<file path="src/rtl/teststructure_pkg.sv">
// -----------------------------------------------------------------------------
// teststructure_pkg
// Shared definitions for the test-structure readout blocks.
//   - Default widths and synchronizer depth for the frequency counter.
//   - FSM state type used by teststructure_freq_counter.
// -----------------------------------------------------------------------------
package teststructure_pkg;

    localparam int CNT_W_DEF       = 24;  // edge-count width
    localparam int WIN_W_DEF       = 24;  // gate-window length width
    localparam int SYNC_STAGES_DEF = 2;   // synchronizer depth (2..4)

    typedef enum logic [1:0] {
        ST_IDLE  = 2'd0,
        ST_COUNT = 2'd1,
        ST_DONE  = 2'd2
    } state_t;

endpackage : teststructure_pkg

</file>
<file path="src/rtl/teststructure_sync.sv">
// -----------------------------------------------------------------------------
// teststructure_sync
// Multi-flop synchronizer for a single asynchronous level signal.
// Ports:
//   clk    - destination clock
//   rst_n  - asynchronous active-low reset, clears every stage
//   d      - asynchronous input
//   q      - synchronized output (STAGES clock cycles of latency)
// -----------------------------------------------------------------------------
module teststructure_sync #(
    parameter int STAGES = 2
) (
    input  logic clk,
    input  logic rst_n,
    input  logic d,
    output logic q
);

    logic [STAGES-1:0] sync_q;

    // NOTE: flop state uses non-blocking assignments so every stage samples
    // the value its predecessor held before the edge.
    always_ff @(posedge clk or negedge rst_n) begin
        if (!rst_n) begin
            sync_q <= '0;
        end else begin
            sync_q <= {sync_q[STAGES-2:0], d};
        end
    end

    assign q = sync_q[STAGES-1];

endmodule : teststructure_sync

</file>
<file path="src/rtl/teststructure_freq_counter.sv">
// -----------------------------------------------------------------------------
// teststructure_freq_counter
// Counts rising edges of an asynchronous test-structure output (ring
// oscillator / gpio probe) over a programmable gate window of wb_clk_i cycles.
// Ports:
//   wb_clk_i   - sole clock, rising edge
//   wb_rst_ni  - asynchronous active-low reset
//   meas_i     - asynchronous signal to be measured
//   start_i    - single-cycle request to begin a measurement (IDLE only)
//   abort_i    - cancels any measurement in progress, wins over start_i
//   window_i   - gate length in cycles, sampled when start is accepted
//   busy_o     - high while the gate window is open
//   done_o     - one-cycle pulse when count_o / overflow_o are updated
//   count_o    - edges counted in the last completed window (saturating)
//   overflow_o - an edge arrived while the count was saturated
// -----------------------------------------------------------------------------
module teststructure_freq_counter
    import teststructure_pkg::*;
#(
    parameter int CNT_W       = CNT_W_DEF,
    parameter int WIN_W       = WIN_W_DEF,
    parameter int SYNC_STAGES = SYNC_STAGES_DEF
) (
    input  logic             wb_clk_i,
    input  logic             wb_rst_ni,
    input  logic             meas_i,
    input  logic             start_i,
    input  logic             abort_i,
    input  logic [WIN_W-1:0] window_i,
    output logic             busy_o,
    output logic             done_o,
    output logic [CNT_W-1:0] count_o,
    output logic             overflow_o
);

    localparam logic [CNT_W-1:0] CNT_MAX = '1;
    localparam logic [WIN_W-1:0] WIN_ONE = WIN_W'(1);

    state_t           state, state_nxt;
    logic [WIN_W-1:0] win_cnt;
    logic [CNT_W-1:0] work_cnt, work_cnt_nxt;
    logic             work_ovf, work_ovf_nxt;
    logic             meas_sync, meas_q, edge_p;

    // ---------------------------------------------------------------- edges
    teststructure_sync #(
        .STAGES (SYNC_STAGES)
    ) u_sync (
        .clk   (wb_clk_i),
        .rst_n (wb_rst_ni),
        .d     (meas_i),
        .q     (meas_sync)
    );

    always_ff @(posedge wb_clk_i or negedge wb_rst_ni) begin
        if (!wb_rst_ni) begin
            meas_q <= 1'b0;
        end else begin
            meas_q <= meas_sync;
        end
    end

    assign edge_p = meas_sync & ~meas_q;

    // ------------------------------------------------------- state register
    always_ff @(posedge wb_clk_i or negedge wb_rst_ni) begin
        if (!wb_rst_ni) begin
            state <= ST_IDLE;
        end else begin
            state <= state_nxt;
        end
    end

    // --------------------------------------------------------- next state
    // NOTE: every combinational output gets a default first so no path
    // leaves it unassigned and no latch is inferred.
    always_comb begin
        state_nxt = state;
        if (abort_i) begin
            state_nxt = ST_IDLE;
        end else begin
            unique case (state)
                ST_IDLE:  if (start_i) state_nxt = (window_i != '0) ? ST_COUNT : ST_DONE;
                ST_COUNT: if (win_cnt == WIN_ONE) state_nxt = ST_DONE;
                ST_DONE:  state_nxt = ST_IDLE;
                default:  state_nxt = ST_IDLE;
            endcase
        end
    end

    // ---------------------------------------------------------- outputs
    always_comb begin
        busy_o = (state == ST_COUNT);
        done_o = (state == ST_DONE);
    end

    // ------------------------------------------------------ working count
    // Saturating count: an edge seen at full scale flags overflow instead
    // of wrapping. The edge in the last window cycle is included.
    always_comb begin
        work_cnt_nxt = work_cnt;
        work_ovf_nxt = work_ovf;
        unique case (state)
            ST_IDLE: begin
                if (start_i) begin
                    work_cnt_nxt = '0;
                    work_ovf_nxt = 1'b0;
                end
            end
            ST_COUNT: begin
                if (edge_p) begin
                    if (work_cnt == CNT_MAX) work_ovf_nxt = 1'b1;
                    else                     work_cnt_nxt = work_cnt + CNT_W'(1);
                end
            end
            default: ;
        endcase
    end

    always_ff @(posedge wb_clk_i or negedge wb_rst_ni) begin
        if (!wb_rst_ni) begin
            win_cnt    <= '0;
            work_cnt   <= '0;
            work_ovf   <= 1'b0;
            count_o    <= '0;
            overflow_o <= 1'b0;
        end else begin
            work_cnt <= work_cnt_nxt;
            work_ovf <= work_ovf_nxt;
            if (state == ST_IDLE && start_i && !abort_i) begin
                win_cnt <= window_i;
            end else if (state == ST_COUNT) begin
                win_cnt <= win_cnt - WIN_ONE;
            end
            // Publish the result on entry to DONE so it is visible in the
            // same cycle as done_o; an abort never reaches DONE.
            if (state_nxt == ST_DONE) begin
                count_o    <= work_cnt_nxt;
                overflow_o <= work_ovf_nxt;
            end
        end
    end

endmodule : teststructure_freq_counter

</file>
<file path="config.mk">
export PLATFORM = sky130hd
export DESIGN_NAME = teststructure_freq_counter
export DESIGN_NICKNAME = d
export VERILOG_FILES = /design/src/rtl/teststructure_pkg.sv /design/src/rtl/teststructure_sync.sv /design/src/rtl/teststructure_freq_counter.sv
export SDC_FILE = /design/constraint.sdc
export NUM_CORES = 1
export LEC_CHECK = 0
export ABC_CLOCK_PERIOD_IN_PS = 2800
export CORE_UTILIZATION = 57
export CTS_BUF_LIST = sky130_fd_sc_hd__clkbuf_8
export DETAILED_ROUTE_END_ITERATION = 12
export HOLD_SLACK_MARGIN = 0.03
export PLACE_DENSITY = 0.83
export SKIP_LAST_GASP = 1
export SLEW_MARGIN = 5
export SYNTH_ARGS = -nofsm -noshare
export SYNTH_HDL_FRONTEND = slang
export SYNTH_SLANG_ARGS = --single-unit
</file>
<file path="constraint.sdc">
create_clock -name wb_clk_i -period 2.8 [get_ports wb_clk_i]
set_input_delay 0.84 -clock wb_clk_i [delete_from_list [all_inputs] [get_ports wb_clk_i]]
set_output_delay 0.84 -clock wb_clk_i [all_outputs]
set_load 0.02 [all_outputs]
</file>
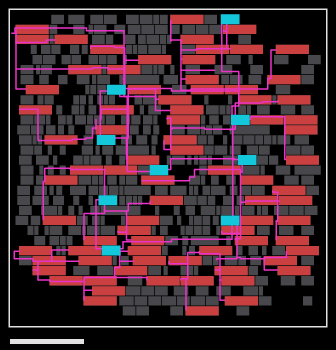
Fig. 1. Clock distribution (run 1).
The bar under the picture is 20 um long.
Key: magenta = clock wires [length 992 um]; cyan = clock-net drivers [count 9]; red = flip-flops [count 79]
Position of the flops: widely spread. There are 10 routed clock nets.

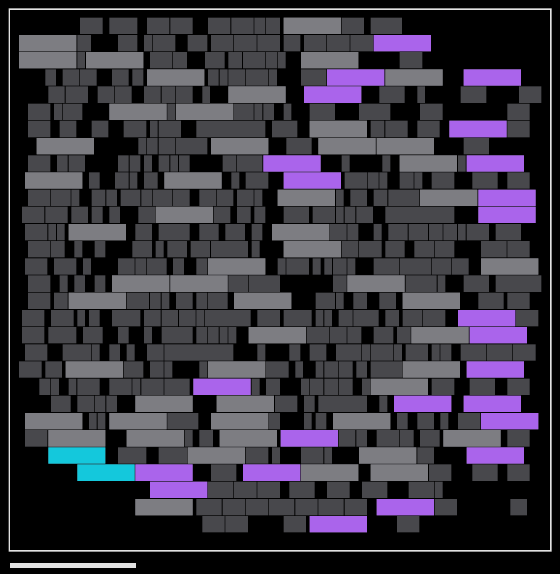
Fig. 2. Sequential cells coloured by netlist name (run 1).
The bar under the picture is 20 um long. Other sequential cells in the stronger grey, the rest of the logic in the fainter grey.
Key: cyan = `u_sync.sync_q` [flops 2]; purple = `count_o` [flops 24]
Another 53 sequential cells are not coloured.
Seq. cell area: 0.00198 mm^2
sequential cell area share: 39.6%
Power Sequential: 1320 uW
Final Util: 73.8%

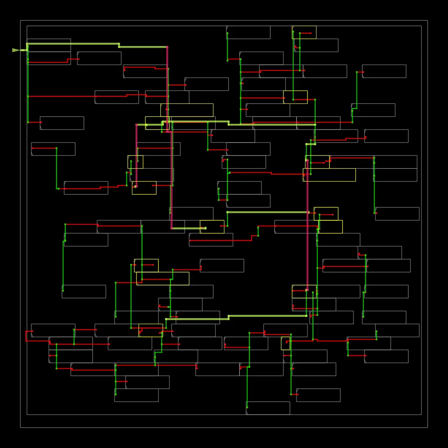
Fig. 3. The clock network (run 1).
clock group total power: 1060 uW
insertion delay at the late pin of the worst-skew pair: 0.36 ns
Worst Skew: 0.00554 ns
count of clock tree sinks: 79
seq_cells: 79

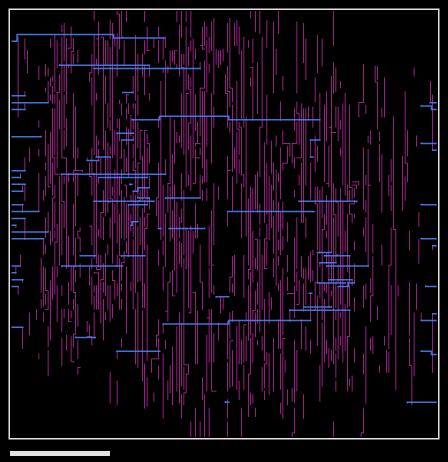
Fig. 4. Wiring by layer (run 1).
The bar under the picture is 20 um long. Two of the layers only.
Key: blue = M3 [wire length 428 um]; magenta = M2 [wire length 4690 um]
drt total wl: 9060 um
wire length per cell: 17.2 um
count of vias placed by the detailed router: 3325
global router's overall resource usage: 26.7%

==> out/summary.json, run 1 <==
{
  "result_of_the_run": {"value": "finished clean"},
  "final_common_cell": {"value": "sky130_fd_sc_hd__dfrtp_1"},
  "floorplan_nets": {"value": 399},
  "worst_hold_margin": {"value": 0.355, "unit": "ns"},
  "stdcell_count": {"value": 526},
  "dieArea": {"value": 0.00731, "unit": "mm^2"},
  "globalRouteMet2Util": {"value": 46.0, "unit": "%"},
  "timing.final.max_slew_violations": {"value": 0},
  "gr-total-overflow": {"value": 0},
  "dr.pass1.iters": {"value": 4},
  "timing.critical_path.from": {"value": "state[1]"},
  "synth_async_sr_flop_share": {"value": 100, "unit": "%"},
  "power.largest_group": {"value": "registers"},
  "setup.worst_path.end": {"value": "busy_o"},
  "nFillCells": {"value": 490},
  "worstReg2RegEnd": {"value": "count_o[13]"},
  "dieWidth": {"value": 85.5, "unit": "um"},
  "worst_slew_margin_rel": {"value": 50.9, "unit": "%"},
  "worst_min_path_class": {"value": "reg2reg"},
  "regToRegSetupSlack": {"value": 0.50, "unit": "ns"},
  "power.internal": {"value": 2030, "unit": "uW"},
  "rsz_0062_raised_after_global_routing": {"value": "false"},
  "comb_area": {"value": 0.00190, "unit": "mm^2"},
  "synthMostInstantiatedCell": {"value": "sky130_fd_sc_hd__dfrtp_1"},
  "worst_r2r_start": {"value": "state[1]"},
  "critPathRequiredTime": {"value": 1.96, "unit": "ns"},
  "busiest_layer": {"value": "met2"},
  "switching_share": {"value": 26.1, "unit": "%"},
  "port-buffer-count": {"value": 55},
  "met3RoutedLength": {"value": 427, "unit": "um"},
  "cts_inserted_buffers": {"value": 9},
  "comb_power_share": {"value": 13.4, "unit": "%"},
  "vias_per_cell": {"value": 6.32},
  "pwr.group.combinational": {"value": 367, "unit": "uW"},
  "netlist.area_leader.share": {"value": 49.8, "unit": "%"},
  "ys_ff": {"value": 79},
  "post-place-ws": {"value": -0.298, "unit": "ns"},
  "synth.yosys.num_cells": {"value": 367},
  "layout_top_cells_excl_fill_tap": {"value": "sky130_fd_sc_hd__dfrtp_1, sky130_fd_sc_hd__clkdlybuf4s50_1, sky130_fd_sc_hd__nand2_1, sky130_fd_sc_hd__mux2i_1, sky130_fd_sc_hd__buf_4"},
  "dpl_cell_area": {"value": 0.00472, "unit": "mm^2"},
  "instance_tally_after_logic_synthesis": {"value": 367},
  "netlist.top_cell.by_area": {"value": "sky130_fd_sc_hd__dfrtp_1"},
  "worst-endpoint-arrival": {"value": 1.85, "unit": "ns"},
  "area_growth_syn_to_layout": {"value": 25.5, "unit": "%"},
  "grt_start_max_net_pins": {"value": 41},
  "highest_routed_metal_layer": {"value": "met4"},
  "die.size.y": {"value": 85.5, "unit": "um"},
  "postSynthSeqShare": {"value": 49.8, "unit": "%"},
  "cts_hold_repair.buffers": {"value": 0},
  "switch_pwr": {"value": 718, "unit": "uW"},
  "worst_hold_path.num_cells": {"value": 0},
  "synth.yosys.warnings": {"value": 0},
  "cts_max_level": {"value": 3},
  "gp_congestion": {"value": 0.894},
  "cts_resized": {"value": 0},
  "insertedDiodeCount": {"value": 0},
  "clockRootBuffer": {"value": "sky130_fd_sc_hd__clkbuf_8"},
  "drive_gt1_share": {"value": 14.3, "unit": "%"},
  "rr_worst_depth": {"value": 5},
  "edf_count": {"value": 0},
  "detail_route.drc_violations": {"value": 0},
  "met2RoutedLength": {"value": 4690, "unit": "um"},
  "use_met3": {"value": 3.70, "unit": "%"},
  "chip_area_estimate_from_yosys_synthesis": {"value": 0.00397, "unit": "mm^2"},
  "p_clk_share": {"value": 38.7, "unit": "%"},
  "grt_antenna_before_repair": {"value": 0},
  "finalSetupTns": {"value": 0, "unit": "ns"},
  "core_area": {"value": 0.00676, "unit": "mm^2"},
  "reg_top3": {"value": "count_o: 24 flops, win_cnt: 24 flops, work_cnt: 24 flops"},
  "power": {"value": 2750, "unit": "uW"},
  "finalSetupViolations": {"value": 0},
  "drt-met1-wl": {"value": 3750, "unit": "um"},
  "maxCapViolations": {"value": 0},
  "netlist-cell-type-count": {"value": 55},
  "final.period_utilization": {"value": 96.2, "unit": "%"},
  "most_used_standard_cells_in_the_synthesized_netlist": {"value": "sky130_fd_sc_hd__dfrtp_1, sky130_fd_sc_hd__nand2_1, sky130_fd_sc_hd__mux2i_1"},
  "first_global_vias": {"value": 3278},
  "cts.reportedPaths.clkPinSlew": {"value": 0.08, "unit": "ns"},
  "period_needed": {"value": 2.69, "unit": "ns"},
  "endpoint_of_the_worst_hold_timing_path": {"value": "u_sync.sync_q[1]"},
  "top_level_ports": {"value": 56},
  "hpwl": {"value": 6430, "unit": "um"},
  "core.rowCount": {"value": 30}
}
==> run 1: critical path: stages (launching register included) <==
cell and delay, ns:
sky130_fd_sc_hd__dfrtp_1 0.47, sky130_fd_sc_hd__nand2b_1 0.21, sky130_fd_sc_hd__inv_2 0.18, sky130_fd_sc_hd__clkdlybuf4s50_1 0.64
==> run 1: cells by family after synthesis <==
family          share of synthesized area, %
simple gates                            21.4
flops                                   49.8
compound gates                          12.5
mux                                     12.9
buf+inv                                 2.55
fa+ha+maj                              0.945
==> run 1: cell type report <==
type / count / share of cell area (%)
Clock buffer: 11 / 3.04
Clock inverter: 5 / 2.08
Inverter: 8 / 0.602
Multi-Input combinational cell: 268 / 38.1
Sequential cell: 79 / 39.6
Tap cell: 80 / 2.01
Timing Repair Buffer: 75 / 14.5
==> run 2, diff against run 1 <==
--- a/config.mk
+++ b/config.mk
@@ -8,6 +8,7 @@
 export ABC_CLOCK_PERIOD_IN_PS = 2800
 export CORE_UTILIZATION = 57
 export CTS_BUF_LIST = sky130_fd_sc_hd__clkbuf_8
+export CTS_CLUSTER_SIZE = 24
 export DETAILED_ROUTE_END_ITERATION = 12
 export HOLD_SLACK_MARGIN = 0.03
 export PLACE_DENSITY = 0.83
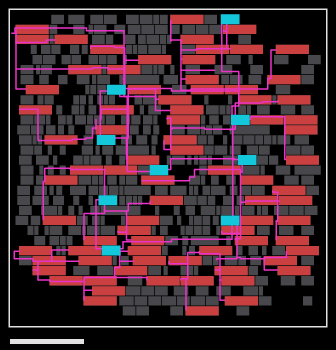
Fig. 5. Clock distribution (run 2).
The bar under the picture is 20 um long.
Key: magenta = clock wires [length 992 um]; cyan = clock-net drivers [count 9]; red = flip-flops [count 79]
Position of the flops: widely spread.

==> out/summary.json, run 2 <==
{
  "dr.pass1.iters": {"value": 4, "change": "unchanged"},
  "synth_async_sr_flop_share": {"value": 100, "unit": "%", "change": "unchanged"},
  "comb_area": {"value": 0.00190, "unit": "mm^2", "change": "unchanged"},
  "grt_antenna_before_repair": {"value": 0, "change": "unchanged"},
  "vias_per_cell": {"value": 6.32, "change": "unchanged"},
  "nFillCells": {"value": 490, "change": "unchanged"},
  "postSynthSeqShare": {"value": 49.8, "unit": "%", "change": "unchanged"},
  "netlist.area_leader.share": {"value": 49.8, "unit": "%", "change": "unchanged"},
  "instance_tally_after_logic_synthesis": {"value": 367, "change": "unchanged"},
  "wl_per_cell": {"value": 17.2, "unit": "um", "change": "unchanged"},
  "clockRootBuffer": {"value": "sky130_fd_sc_hd__clkbuf_8", "change": "unchanged"},
  "worst_min_path_class": {"value": "reg2reg", "change": "unchanged"},
  "setup.worst_path.end": {"value": "busy_o", "change": "unchanged"},
  "ys_ff": {"value": 79, "change": "unchanged"},
  "worst_r2r_start": {"value": "state[1]", "change": "unchanged"},
  "dieArea": {"value": 0.00731, "unit": "mm^2", "change": "unchanged"},
  "gr-total-overflow": {"value": 0, "change": "unchanged"},
  "synth.yosys.warnings": {"value": 0, "change": "unchanged"},
  "area.sequential": {"value": 0.00198, "unit": "mm^2", "change": "unchanged"},
  "endpoint_of_the_worst_hold_timing_path": {"value": "u_sync.sync_q[1]", "change": "unchanged"},
  "edf_count": {"value": 0, "change": "unchanged"},
  "insertion_delay": {"value": 0.36, "unit": "ns", "change": "about the same"},
  "gp_congestion": {"value": 0.894, "change": "unchanged"},
  "die.size.y": {"value": 85.5, "unit": "um", "change": "unchanged"},
  "critical_path.max_stage_delay": {"value": 0.64, "unit": "ns", "change": "about the same"},
  "synth.comb.largest_family": {"value": "simple AND/OR/NAND/NOR gates", "change": "unchanged"},
  "worstReg2RegEnd": {"value": "count_o[13]", "change": "unchanged"},
  "port-buffer-count": {"value": 55, "change": "unchanged"},
  "worst_path_dominant_cell_family": {"value": "buffers and inverters", "change": "unchanged"},
  "layout.comb_gates.multi_input": {"value": 268, "change": "unchanged"},
  "core_area": {"value": 0.00676, "unit": "mm^2", "change": "unchanged"},
  "first_global_vias": {"value": 3278, "change": "unchanged"},
  "power.internal": {"value": 2030, "unit": "uW", "change": "unchanged"},
  "stdcell_count": {"value": 526, "change": "unchanged"},
  "synthMostInstantiatedCell": {"value": "sky130_fd_sc_hd__dfrtp_1", "change": "unchanged"},
  "drive_gt1_share": {"value": 14.3, "unit": "%", "change": "unchanged"},
  "dominant-cell-class": {"value": "flip-flops and latches", "change": "unchanged"},
  "critPathRequiredTime": {"value": 1.96, "unit": "ns", "change": "about the same"},
  "most_used_standard_cells_in_the_synthesized_netlist": {"value": "sky130_fd_sc_hd__dfrtp_1, sky130_fd_sc_hd__nand2_1, sky130_fd_sc_hd__mux2i_1", "change": "unchanged"},
  "cts_hold_repair.buffers": {"value": 0, "change": "unchanged"},
  "area_growth_syn_to_layout": {"value": 25.5, "unit": "%", "change": "unchanged"},
  "postLayoutCoreUtil": {"value": 73.8, "unit": "%", "change": "unchanged"},
  "combAreaFraction": {"value": 38.1, "unit": "%", "change": "unchanged"},
  "critical_path_cell_count": {"value": 3, "change": "unchanged"},
  "layout_top_cells_excl_fill_tap": {"value": "sky130_fd_sc_hd__dfrtp_1, sky130_fd_sc_hd__clkdlybuf4s50_1, sky130_fd_sc_hd__nand2_1, sky130_fd_sc_hd__mux2i_1, sky130_fd_sc_hd__buf_4", "change": "unchanged"},
  "insertedDiodeCount": {"value": 0, "change": "unchanged"},
  "tritoncts_num_sinks": {"value": 79, "change": "unchanged"},
  "nFlopsAndLatches": {"value": 79, "change": "unchanged"},
  "sequential_cell_area_share": {"value": 39.6, "unit": "%", "change": "unchanged"},
  "timing.final.max_slew_violations": {"value": 0, "change": "unchanged"},
  "count_of_vias_placed_by_the_detailed_router": {"value": 3325, "change": "unchanged"},
  "fa_ha_area_share": {"value": 0.945, "unit": "%", "change": "unchanged"},
  "ys_sh_mux": {"value": 12.9, "unit": "%", "change": "unchanged"},
  "drt_total_wl": {"value": 9060, "unit": "um", "change": "unchanged"},
  "drt-met1-wl": {"value": 3750, "unit": "um", "change": "unchanged"},
  "timing.critical_path.from": {"value": "state[1]", "change": "unchanged"},
  "netlist.top_cell.by_area": {"value": "sky130_fd_sc_hd__dfrtp_1", "change": "unchanged"},
  "buffers": {"value": 75, "change": "unchanged"},
  "synth_compound_gate_area_share": {"value": 12.5, "unit": "%", "change": "unchanged"},
  "reg_top3": {"value": "count_o: 24 flops, win_cnt: 24 flops, work_cnt: 24 flops", "change": "unchanged"},
  "worst-path-buf-inv": {"value": 2, "change": "unchanged"},
  "dieWidth": {"value": 85.5, "unit": "um", "change": "unchanged"},
  "result_of_the_run": {"value": "finished clean", "change": "unchanged"},
  "met2RoutedLength": {"value": 4690, "unit": "um", "change": "unchanged"},
  "final_common_cell": {"value": "sky130_fd_sc_hd__dfrtp_1", "change": "unchanged"},
  "met3RoutedLength": {"value": 427, "unit": "um", "change": "unchanged"},
  "hpwl": {"value": 6430, "unit": "um", "change": "unchanged"},
  "cts_resized": {"value": 0, "change": "unchanged"},
  "comb_power_share": {"value": 13.4, "unit": "%", "change": "about the same"},
  "floorplan_nets": {"value": 399, "change": "unchanged"},
  "layout.non_clock_inverters": {"value": 8, "change": "unchanged"},
  "grt_util_all_layers": {"value": 26.7, "unit": "%", "change": "unchanged"}
}
## run 2: cell counts in the layout (fill, tap and decap cells not counted)
Identical to the previous run, type by type.
## run 2: power groups by stage
stage | combinational, uW | sequential (uW) | clock, uW
detailed placement | 364 | 1330 | 0
global route | 410 | 1330 | 1110
CTS | 366 | 1310 | 1070
global placement | 350 | 1330 | 0
finish | 367 | 1320 | 1060
floorplan | 220 | 1310 | 0
## run 2: per-stage QoR
step	setup WS, ns	total power [uW]	hold slack, ns
6_report	0.108	2750	0.355
5_1_grt	0.0660	2850	0.384
4_1_cts	0.0658	2740	0.358
3_5_place_dp	-0.298	1700	0.340
3_3_place_gp	-0.223	1680	0.333
2_1_floorplan	0.389	1530	0.331
No activity file was given, so power comes from the tool's default toggle rates.
